File: config.mk
export PLATFORM = sky130hd
export DESIGN_NAME = seq_encoder
export DESIGN_NICKNAME = d
export VERILOG_FILES = /design/src/rtl/seq_encoder.sv
export SDC_FILE = /design/constraint.sdc
export NUM_CORES = 1
export LEC_CHECK = 0
export CAP_MARGIN = 20
export CORE_MARGIN = 1.5
export CORE_UTILIZATION = 51
export CTS_BUF_LIST = sky130_fd_sc_hd__clkbuf_2
export DETAILED_ROUTE_END_ITERATION = 8
export GPL_TIMING_DRIVEN = 0
export PLACE_DENSITY = 0.87
export SYNTH_ARGS = -nofsm -noshare
export SYNTH_HDL_FRONTEND = slang
export SYNTH_SLANG_ARGS = --single-unit
export TNS_END_PERCENT = 1
File: constraint.sdc
create_clock -name clk -period 3.9 [get_ports clk]
set_clock_uncertainty 0.05 [all_clocks]
set_input_delay 1.17 -clock clk [delete_from_list [all_inputs] [get_ports clk]]
set_output_delay 1.17 -clock clk [all_outputs]
set_load 0.005 [all_outputs]
File: src/rtl/seq_encoder.sv
// Sticky request capture with a one-index-per-cycle valid/ack encoder.
// Define SEQ_ENCODER_RR_EN for round-robin priority; the default is fixed priority.
module seq_encoder #(
    parameter int N = 16,
    parameter int W = 4
) (
    input  logic         clk,
    input  logic         reset,
    input  logic         en,
    input  logic [N-1:0] d,
    input  logic         ack,
    output logic [W-1:0] a,
    output logic         valid,
    output logic [N-1:0] pend
);

    typedef enum logic {IDLE, HOLD} state_t;

    state_t       state;
    state_t       state_nx;
    logic [N-1:0] clr_mask;
    logic [N-1:0] req_nx;
    logic [N-1:0] sel_src;
    logic [W-1:0] start_idx;
    logic [W-1:0] sel_idx;
    logic         sel_any;
    logic         load_a;
    logic         done;
    int           j;
    logic [W-1:0] jj;

    function automatic logic [W-1:0] prev_idx(input logic [W-1:0] k);
        return (k == '0) ? W'(N - 1) : k - W'(1);
    endfunction

    assign done = (state == HOLD) && ack;

`ifdef SEQ_ENCODER_RR_EN
    logic [W-1:0] ptr;

    always_ff @(posedge clk) begin
        if (reset)
            ptr <= W'(N - 1);
        else if (done)
            ptr <= prev_idx(a);
    end

    // After an ack the search resumes just below the index that was served.
    assign start_idx = (state == HOLD) ? prev_idx(a) : ptr;
`else
    assign start_idx = W'(N - 1);
`endif

    // A set from d in the same cycle wins over the ack clear.
    always_comb begin
        clr_mask = '0;
        if (done)
            clr_mask = N'(1) << a;
        req_nx = (pend & ~clr_mask) | (en ? d : '0);
    end

    assign sel_src = (state == HOLD) ? req_nx : pend;

    always_comb begin
        sel_any = 1'b0;
        sel_idx = '0;
        j       = 0;
        jj      = '0;
        for (int k = 0; k < N; k++) begin
            j = int'(start_idx) - k;
            if (j < 0)
                j = j + N;
            jj = W'(j);
            if (!sel_any && sel_src[jj]) begin
                sel_any = 1'b1;
                sel_idx = jj;
            end
        end
    end

    always_ff @(posedge clk) begin
        if (reset)
            state <= IDLE;
        else
            state <= state_nx;
    end

    always_comb begin
        state_nx = state;
        unique case (state)
            IDLE: if (|pend) state_nx = HOLD;
            HOLD: if (ack && !sel_any) state_nx = IDLE;
        endcase
    end

    always_comb begin
        valid = (state == HOLD);
    end

    assign load_a = ((state == IDLE) && (|pend)) || (done && sel_any);

    always_ff @(posedge clk) begin
        if (reset) begin
            pend <= '0;
            a    <= '0;
        end else begin
            pend <= req_nx;
            if (load_a)
                a <= sel_idx;
        end
    end

endmodule

==> job_summary.md, run 1 <==
### Metrics collected by this job

| Metric | Value |
|---|---|
| Status | `complete, no violations` |
| CP Launch Point | `ack` |
| Buf/Inv on CP | `1` |
| Data required time of the critical path | `4080 ps` |
| Row cnt | `18` |
| Met3 global-route usage | `3.11%` |
| Slew headroom | `50.8%` |
| CP most frequent cell | `a311oi_1` |
| Max Clock Freq | `289 MHz` |
| Yosys cell types | `49` |
| H-tree depth | `1` |
| DR pass1 iterations | `4` |
| Remaining Overflow, GRT | `0` |
| Number of global-route vias before repair | `1389` |
| CP max FO | `7` |
| Netlist Area Pre-Place | `0.00129 mm²` |
| Class of the worst hold path | `flip-flop to flip-flop` |
| P per Cell Area | `316 mW/mm²` |
| Most numerous logic cells after layout | `clkdlybuf4s50_1 (39), nand2_1 (26), a21oi_1 (23)` |
| DR DRC count | `0` |
| Maximum vdd ir drop | `0.303 mV` |
| Reg-to-Reg Start | `valid` |
| Largest buffer count on any clock path | `2` |
| Crit path depth | `8` |
| FP Util | `53.1%` |
| CP cell instances | `clkdlybuf4s50_1 > nand4b_1 > o31ai_1 > nand3b_1 > a41oi_1 > o211a_1 > a311oi_1 > a311oi_1` |
| Largest net degree at the start of global routing | `12` |
| Slew @ Worst Pin | `731 ps` |
| Cells after Synth | `164` |
| Most frequent logic cell in the layout | `clkdlybuf4s50_1` |
| Number of buffers inserted by port buffering | `39` |
| Min Tclk post-route | `3460 ps` |
| Post-Route WL | `4.35 mm` |
| Family with the most delay on the worst path | `AND-OR/OR-AND gates` |
| Floorplan Nets | `184` |
| Root Driver | `clkbuf_2` |
| Reg area | `420 µm²` |
| Crit share post-route | `88.8%` |
| Final Max-Slew Violation Tally | `0` |
| Slowest stage delay, CP | `590 ps` |
| DP Wirelength | `3.31 mm` |
| Gr busiest metal | `met2` |
| Count leader, synth | `nand2_1` |
| Largest area contributor in the netlist | `dfxtp_1` |
| Met2 Use GR | `54.1%` |
| Wire per inst | `18.4 µm` |
| Kind of end point of the critical path | `flip-flop` |
| Number of enable flip-flop cells | `0` |
| Fraction of layout cells with a size suffix above 1 | `8.70%` |
| GR Layer Usage met1 | `42.5%` |
| Chip area | `0.00285 mm²` |
| Combinational gate area | `818 µm²` |
| CP Data Arrival Time | `3650 ps` |
| Setup-failing EPs final | `0` |
| Crit path kind | `primary input to flip-flop` |
| Nets@finish | `228` |
| Post-Syn Area per Cell | `7.88 µm²` |
| Die Ht | `53.3 µm` |
| Hold Path Depth | `2` |
| Top cells, area | `dfxtp_1 (33%), a21oi_1 (8.9%), nand2_1 (7.6%)` |
| Unrepaired setup endpoints after global routing | `false` |
| Antenna Cells | `0` |
| Placed Area | `0.00172 mm²` |
| CTS Buf Count | `3` |
| Asr flop ratio synth | `0%` |
| Initial antenna violation count | `0` |
| Vias | `1558` |
| Synth Flop Type | `dfxtp_1` |
| Gpl congestion | `0.887` |
| Crit start category | `primary input` |
| Number of logged tool warnings | `26` |
| Final ANT Viol Nets | `0` |
| Setup TNS Final | `0 ps` |
| Gr usage total | `32.5%` |
| CTS resizes | `0` |
| Chip Area, Yosys | `0.00129 mm²` |
| Clock slew at reported path FFs | `230 ps` |
| CTS Hold Bufs | `0` |
| Fin. Hold Viols | `0` |
| CP max-delay cell | `clkdlybuf4s50_1` |
| Die X | `53.3 µm` |
| Critical hold path startpoint | `pend[0]` |
| Flops after synth | `21` |
| Sink Count | `21` |
| Number of cells in Yosys stat | `164` |
| Post-CTS setup buffer count | `0` |
| IO Pins | `41` |
| Sequential-to-total area share from yosys stat | `32.5%` |
| P_leak | `0.625 nW` |
| 1st-iter DRT viols | `128` |
| Synth cell count leaders | `nand2_1 (26), a21oi_1 (23), dfxtp_1 (21), o21ai_0 (15), nor2_1 (10)` |
| Fin area | `0.00174 mm²` |
-- run 1: final timing paths --
kind / end / slack [ps]
max reg2reg: a[0] / 1250
min: pend[0] / 490
min reg2reg: pend[0] / 490
max: a[0] / 440
-- run 1: per-stage QoR --
stage | utilization, % | cells | hold WS, ps | total power [mW] | setup slack, ps
after floorplan | - | 164 | 430 | 0.359 | 1050
after global placement | 70.7 | 233 | 435 | 0.444 | 136
after detailed placement | 70.7 | 233 | 457 | 0.449 | 140
after CTS | 71.6 | 237 | 484 | 0.545 | 493
after global routing | 71.6 | 237 | 511 | 0.571 | 321
final | 71.6 | 237 | 488 | 0.550 | 437
-- run 1: layout make-up --
cell class	count	area share [%]
repair buffers	39	22.4
clock buffers	4	1.15
well taps	30	2.16
plain buffers	6	2.66
inverters	2	0.431
flip-flops and latches	21	24.2
multi-input cells	135	47.0
-- run 1: flip-flops by register name, indices dropped and copies added (netlist names) --
signal	flops
a	4
pend	16
valid	1
-- run 1: layer usage --
metal / up-vias / wire [µm]
li1: 712 / -
met1: 736 / 1810
met2: 103 / 2110
met3: 7 / 366
met4: 0 / 68
met5: - / 0
-- run 1: cells by family after synthesis --
group	count (synthesis)	share of synthesized area (%)
muxes	1	0.871
buffers and inverters	8	4.16
and+or+nand+nor	67	27.6
DFF	21	32.5
AOI/OAI and AO/OA	67	34.9
-- run 1: where the power goes --
| group | leakage (nW) | internal [mW] | switching (mW) |
|---|---|---|---|
| combinational | 0.434 | 0.0940 | 0.101 |
| sequential | 0.175 | 0.233 | 0.0220 |
| clock | 0.0166 | 0.0271 | 0.0737 |
-- run 1: worst register-to-register path, cell delays in order, from the launching register on --
cell      delay, ps
dfxtp_1         430
buf_4           190
nand4b_1        300
o31ai_1         540
nand3b_1        190
a41oi_1         120
o211a_1         260
a311oi_1        300
a311oi_1        150
Figure 1. Cell classes on the final placement (run 1).
Fill, decap, tap and diode cells in grey.
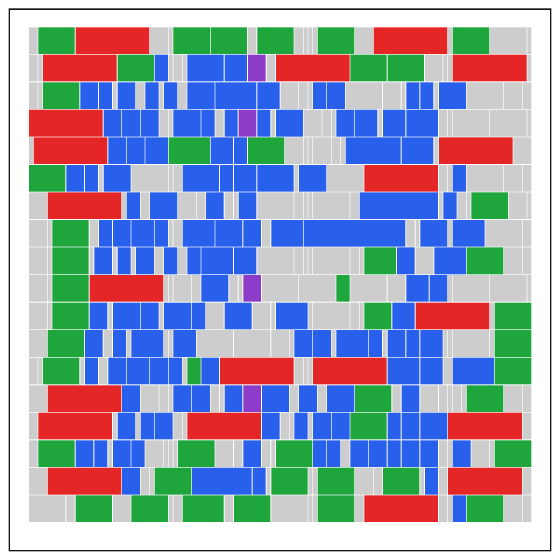
colour	class	cells
blue	combinational and other logic	137
green	other buffers and delay cells	45
red	flops	21
purple	clock drivers and dummy loads	4

Figure 2. Supply network (run 1).
Bar = 20 µm. Pins as bars on the die edge. Tap cells in grey.
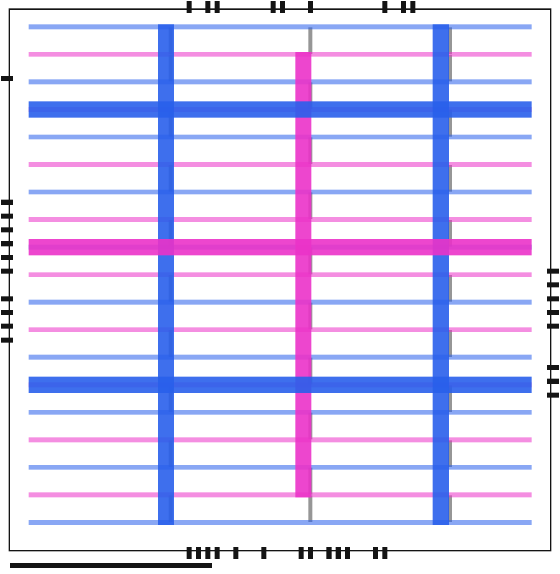
colour	net
blue	VSS
magenta	VDD
rows	18
tap cells	30
met1 rails	19
met5 straps	3
met4 straps	3

Figure 3. Cell outlines without signal wires (run 1).
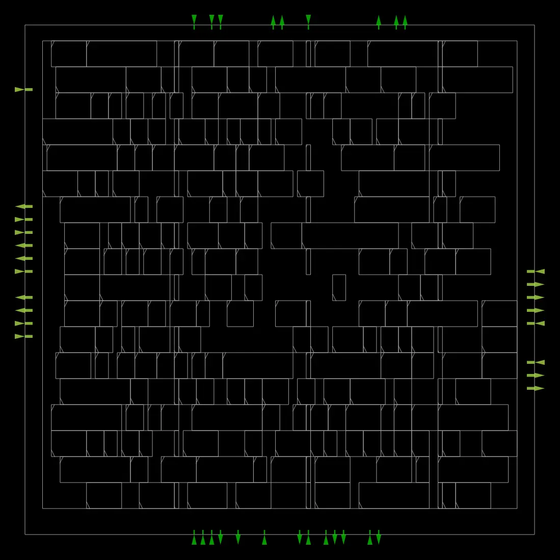
sequential portion of the cell area: 24.2%
Placeable Area: 0.00243 mm²
n_taps: 30
utilization after layout: 71.6%

--- run 2 (diff from run 1) ---
Settings changed: CAP_MARGIN 20 to not set.
Figure 4. Cell outlines without signal wires (run 2).
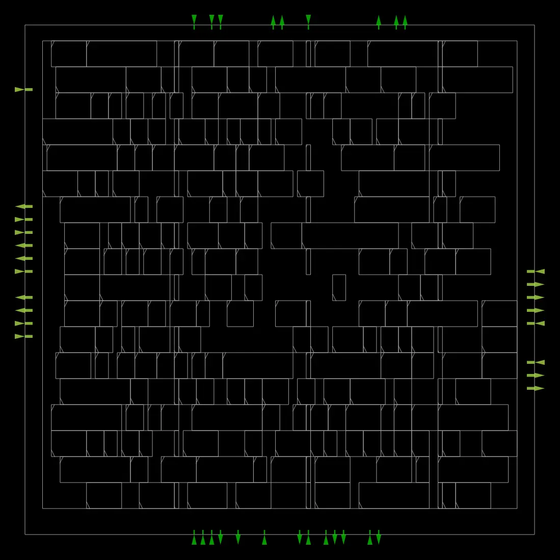
non-filler instance count after layout: 237
Fillers: 204
flip-flops: 21
row cnt: 18

==> run 2 against run 1 <==
Clock power about the same. Sequential power about the same. Register-to-register slack about the same. Total power unchanged. Die area unchanged. Highest routed layer unchanged.
==> job_summary.md, run 2 <==
### Metrics collected by this job

| Metric | Value |
|---|---|
| Fin area | `0.00174 mm²` |
| Crit share post-route | `88.8%` |
| DR top layer | `met4` |
| Class of the worst hold path | `flip-flop to flip-flop` |
| GR Layer Usage met1 | `42.5%` |
| Met2 wire len | `2.11 mm` |
| CTS Buf Count | `3` |
| Gr usage total | `32.5%` |
| Clock power frac | `18.3%` |
| Fin. Hold Viols | `0` |
| DP Wirelength | `3.31 mm` |
| Met2 Use GR | `54.1%` |
| IO Pins | `41` |
| Most numerous logic cells after layout | `clkdlybuf4s50_1 (39), nand2_1 (26), a21oi_1 (23)` |
| Wire per inst | `18.4 µm` |
| Largest Register | `pend` |
| CTS Hold Bufs | `0` |
| Reg area | `420 µm²` |
| Post-CTS setup buffer count | `0` |
| Nets@finish | `228` |
| Placed insts | `233` |
| Die Ht | `53.3 µm` |
| Yosys cell types | `49` |
| Final Max-Slew Violation Tally | `0` |
| Seq pwr share | `46.3%` |
| Placeable Area | `0.00243 mm²` |
| P_leak | `0.625 nW` |
| Utilization after layout | `71.6%` |
| Floorplan Nets | `184` |
| CP Data Arrival Time | `3650 ps` |
| Chip Area, Yosys | `0.00129 mm²` |
| WL met3 | `366 µm` |
| NetSw | `196 µW` |
| Sequential-to-total area share from yosys stat | `32.5%` |
| Fraction of layout cells with a size suffix above 1 | `8.70%` |
| Root Driver | `clkbuf_2` |
| Unrepaired setup endpoints after global routing | `false` |
| Netlist Area Pre-Place | `0.00129 mm²` |
| DR pass1 iterations | `4` |
| Number of enable flip-flop cells | `0` |
| Cells after Synth | `164` |
| Slew @ Worst Pin | `731 ps` |
| Kind of end point of the critical path | `flip-flop` |
| CP max FO | `7` |
| Synth Flop Type | `dfxtp_1` |
| Sink Count | `21` |
| Crit start category | `primary input` |
| Antenna Cells | `0` |
| Status | `complete, no violations` |
| Largest net degree at the start of global routing | `12` |
| Vias | `1558` |
| Largest buffer count on any clock path | `2` |
| Die X | `53.3 µm` |
| Post-Syn Area per Cell | `7.88 µm²` |
| Data required time of the critical path | `4080 ps` |
| Number of global-route vias before repair | `1389` |
| 1st-iter DRT viols | `128` |
| Largest area contributor in the netlist | `dfxtp_1` |
| Setup TNS Final | `0 ps` |
| Remaining Overflow, GRT | `0` |
| Top cells, area | `dfxtp_1 (33%), a21oi_1 (8.9%), nand2_1 (7.6%)` |
| Slew headroom | `50.8%` |
| Met3 global-route usage | `3.11%` |
| Met1 wire length | `1.81 mm` |
| Clock slew at reported path FFs | `230 ps` |
| Number of cells in Yosys stat | `164` |
| Gr busiest metal | `met2` |
| Post-Place Setup Slack | `140 ps` |
| Final worst slack | `437 ps` |
run 2: cell counts after synthesis:
Identical to the previous run, type by type.
run 2: stage by stage:
stage | hold slack, ps | power (mW)
after floorplan | 430 | 0.359
after detailed placement | 457 | 0.449
final | 488 | 0.550
after global placement | 435 | 0.444
after CTS | 484 | 0.545
after global routing | 511 | 0.571
run 2: cell type report:
cell class	instances	area share, %
plain buffers	6	2.66
clock buffers	4	1.15
inverters	2	0.431
multi-input cells	135	47.0
flip-flops and latches	21	24.2
well taps	30	2.16
repair buffers	39	22.4
run 2: worst max-delay path, stage by stage:
cell             delay (ps)
clkdlybuf4s50_1         590
nand4b_1                320
o31ai_1                 540
nand3b_1                190
a41oi_1                 120
o211a_1                 260
a311oi_1                300
a311oi_1                150
run 2: cell families (layout without fill, tap and decap cells):
logic type	after synthesis	after routing	synth area share, %
muxes	1	1	0.871
DFF	21	21	32.5
and+or+nand+nor	67	67	27.6
AOI/OAI and AO/OA	67	67	34.9
buffers and inverters	8	51	4.16
run 2: worst paths after layout:
| check | startpoint | to | slack, ps | cells after the start |
|---|---|---|---|---|
| max | ack | a[0] | 440 | 8 |
| min | pend[0] | pend[0] | 490 | 2 |
| max reg2reg | valid | a[0] | 1250 | 8 |
| min reg2reg | pend[0] | pend[0] | 490 | 2 |
run 2: power by group through the flow:
stage	clock network [mW]	registers (mW)	logic, mW
global route	0.105	0.256	0.210
global placement	0	0.256	0.188
detailed placement	0	0.258	0.191
floorplan	0	0.255	0.105
finish	0.101	0.255	0.195
CTS	0.0994	0.253	0.192
--- run 3 (diff from run 2) ---
Settings changed: CORE_UTILIZATION 51 to 49, CTS_BUF_LIST sky130_fd_sc_hd__clkbuf_2 to not set, GPL_TIMING_DRIVEN 0 to not set, PLACE_DENSITY 0.87 to 0.84, TNS_END_PERCENT 1 to 10.
==> run 3 against run 2 <==
Count of clock-buffer cells in the layout stayed put. Clock power is about 10% higher. Synthesized cell count stayed put.
==> job_summary.md, run 3 <==
### Metrics collected by this job

| Metric | Value |
|---|---|
| Crit start category | `primary input` |
| Status | `complete, no violations` |
| Number of global-route vias before repair | `1398` |
| Number of buffers inserted by port buffering | `40` |
| Fin area | `0.00173 mm²` |
| Number of logged tool warnings | `26` |
| Kind of end point of the critical path | `flip-flop` |
| Max Cap Violations | `0` |
| CP max-delay cell | `clkdlybuf4s50_1` |
| Yosys cell types | `49` |
| Maximum vdd ir drop | `0.240 mV` |
| Largest net degree at the start of global routing | `22` |
| Root Driver | `clkbuf_4` |
| Synth-to-Final Area Change | `33.5%` |
| Die Ht | `54.4 µm` |
| Vias | `1533` |
| Nets@finish | `225` |
| P per Cell Area | `322 mW/mm²` |
| 1st-iter DRT viols | `97` |
| Row cnt | `18` |
| Max Clock Freq | `292 MHz` |
| Post-Route WL | `4.03 mm` |
| Synth cell count leaders | `nand2_1 (26), a21oi_1 (23), dfxtp_1 (21), o21ai_0 (15), nor2_1 (10)` |
| Placed Area | `0.00170 mm²` |
| Remaining Overflow, GRT | `0` |
| Placeable Area | `0.00248 mm²` |
| H-tree depth | `1` |
| DR DRC count | `0` |
| Slowest stage delay, CP | `590 ps` |
| Largest buffer count on any clock path | `2` |
| Max FFs per register | `16` |
| Setup TNS Final | `0 ps` |
| Count leader, synth | `nand2_1` |
| Setup-failing EPs final | `0` |
| Wire per inst | `17.2 µm` |
| Die X | `54.4 µm` |
| DP Wirelength | `3.02 mm` |
| Synth Flop Type | `dfxtp_1` |
| Gpl congestion | `0.992` |
| Ys Warns | `0` |
| Flops after synth | `21` |
| Placed insts | `230` |
| Family with the most delay on the worst path | `AND-OR/OR-AND gates` |
| Sequential-to-total area share from yosys stat | `32.5%` |
| CP max FO | `8` |
| CP Data Arrival Time | `3600 ps` |
| Chip Area, Yosys | `0.00129 mm²` |
| CTS resizes | `0` |
| Cells after Synth | `164` |
| CTS tree | `done` |
| Most numerous logic cells after layout | `clkdlybuf4s50_1 (40), nand2_1 (26), a21oi_1 (23)` |
| Post-Syn Area per Cell | `7.88 µm²` |
| Asr flop ratio synth | `0%` |
| Final ANT Viol Nets | `0` |
| FP Util | `52.2%` |
| First-pass GRT wire length | `6.35 mm` |
| Largest Register | `pend` |
| Chip area | `0.00296 mm²` |
| IO Pins | `41` |
| Dominant cell area share | `32.5%` |
| Top cells, area | `dfxtp_1 (33%), a21oi_1 (8.9%), nand2_1 (7.6%)` |
| Data required time of the critical path | `4080 ps` |
| Buf/Inv on CP | `1` |
| Total power | `555 µW` |
| Clk_lat worst skew | `320 ps` |
| Crit share post-route | `87.7%` |
| Clock slew at reported path FFs | `130 ps` |
| CTS Hold Bufs | `0` |
| Unrepaired setup endpoints after global routing | `false` |
| CTS Buf Count | `3` |
| DR vias/cell | `6.55` |
| Number of enable flip-flop cells | `0` |
| Min Tclk post-route | `3420 ps` |
| Most frequent logic cell in the layout | `clkdlybuf4s50_1` |
| P_leak | `0.612 nW` |
| Fraction of layout cells with a size suffix above 1 | `7.84%` |
| Crit path kind | `primary input to flip-flop` |
| Fin. Hold Viols | `0` |
| CP cell instances | `clkdlybuf4s50_1 > nand4b_1 > a222oi_1 > nand3_2 > a2111oi_4 > a31oi_4 > a311oi_2` |
| Post-CTS setup buffer count | `0` |
| Antenna Cells | `0` |
| Final Max-Slew Violation Tally | `0` |
| Largest area contributor in the netlist | `dfxtp_1` |
| Gr usage total | `29.3%` |
| Class of the worst hold path | `flip-flop to flip-flop` |
| Slew headroom | `45.5%` |
| DR pass1 iterations | `7` |
| Sink Count | `21` |
| Number of cells in Yosys stat | `164` |
| Slew @ Worst Pin | `815 ps` |
| Netlist Area Pre-Place | `0.00129 mm²` |
| Initial antenna violation count | `0` |
| Floorplan Nets | `184` |
[run 3: final cells by class]
type                    count  area (µm²)  area share [%]
clock buffers               4        26.3            1.52
inverters                   2        7.51           0.435
multi-input cells         135         818            47.4
flip-flops and latches     21         420            24.4
well taps                  30        37.5            2.18
repair buffers             42         415            24.1
[run 3: kinds of logic after synthesis]
family | synth area share [%]
AND/OR/NAND/NOR | 27.6
buffers and inverters | 4.16
AND-OR/OR-AND | 34.9
flip-flops | 32.5
multiplexers | 0.871
[run 3: final timing paths]
check                              from       to  slack, ps  depth (start not counted)
worst min-delay path            pend[0]  pend[0]        460                          2
worst max register to register    valid     a[2]       1260                          6
worst min register to register  pend[0]  pend[0]        460                          2
worst max-delay path                ack     a[2]        480                          7
[run 3: routing by layer]
metal | global-route usage, % | share of wire, % | wire length (µm) | vias up
met5 | 0 | 0 | 0 | -
met4 | 13.8 | 1.8 | 74 | 0
met3 | 3.83 | 8.6 | 347 | 8
met2 | 45.4 | 49 | 1980 | 95
met1 | 40.1 | 41 | 1630 | 720
li1 | - | - | - | 710
[run 3: metrics by stage]
step	util, %	hold WS (ps)	setup slack (ps)
finish	69.6	457	479
global route	69.6	485	301
CTS	69.6	465	500
floorplan	-	430	1050
detailed placement	68.6	441	165
global placement	68.6	434	233
[run 3: power by group]
group | switching (mW) | total, mW | internal, mW
registers | 0.0237 | 0.256 | 0.232
clock network | 0.0709 | 0.111 | 0.0400
logic | 0.0960 | 0.188 | 0.0922
[run 3: tightest hold or removal path, cell delays in order (launching register included)]
cell and delay [ps]:
dfxtp_1 360, nand2_1 60, a21oi_1 50
Figure 5. Cell outlines without signal wires (run 3).
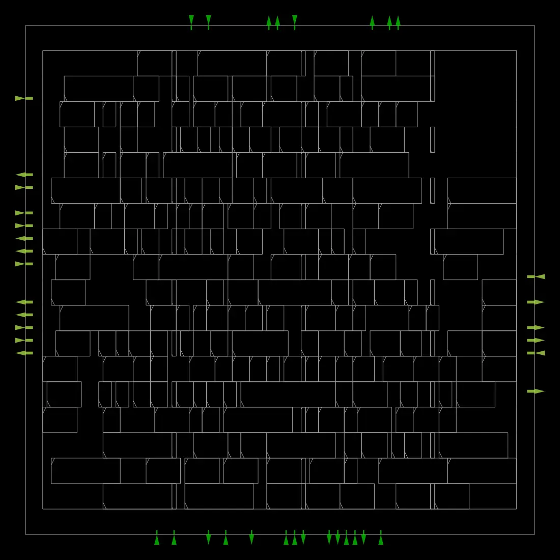
utilization after layout: 69.6%
non-filler instance count after layout: 234
Fillers: 214
sequential portion of the cell area: 24.4%

Power figures rest on the tool's default switching activity, not on a simulated workload.
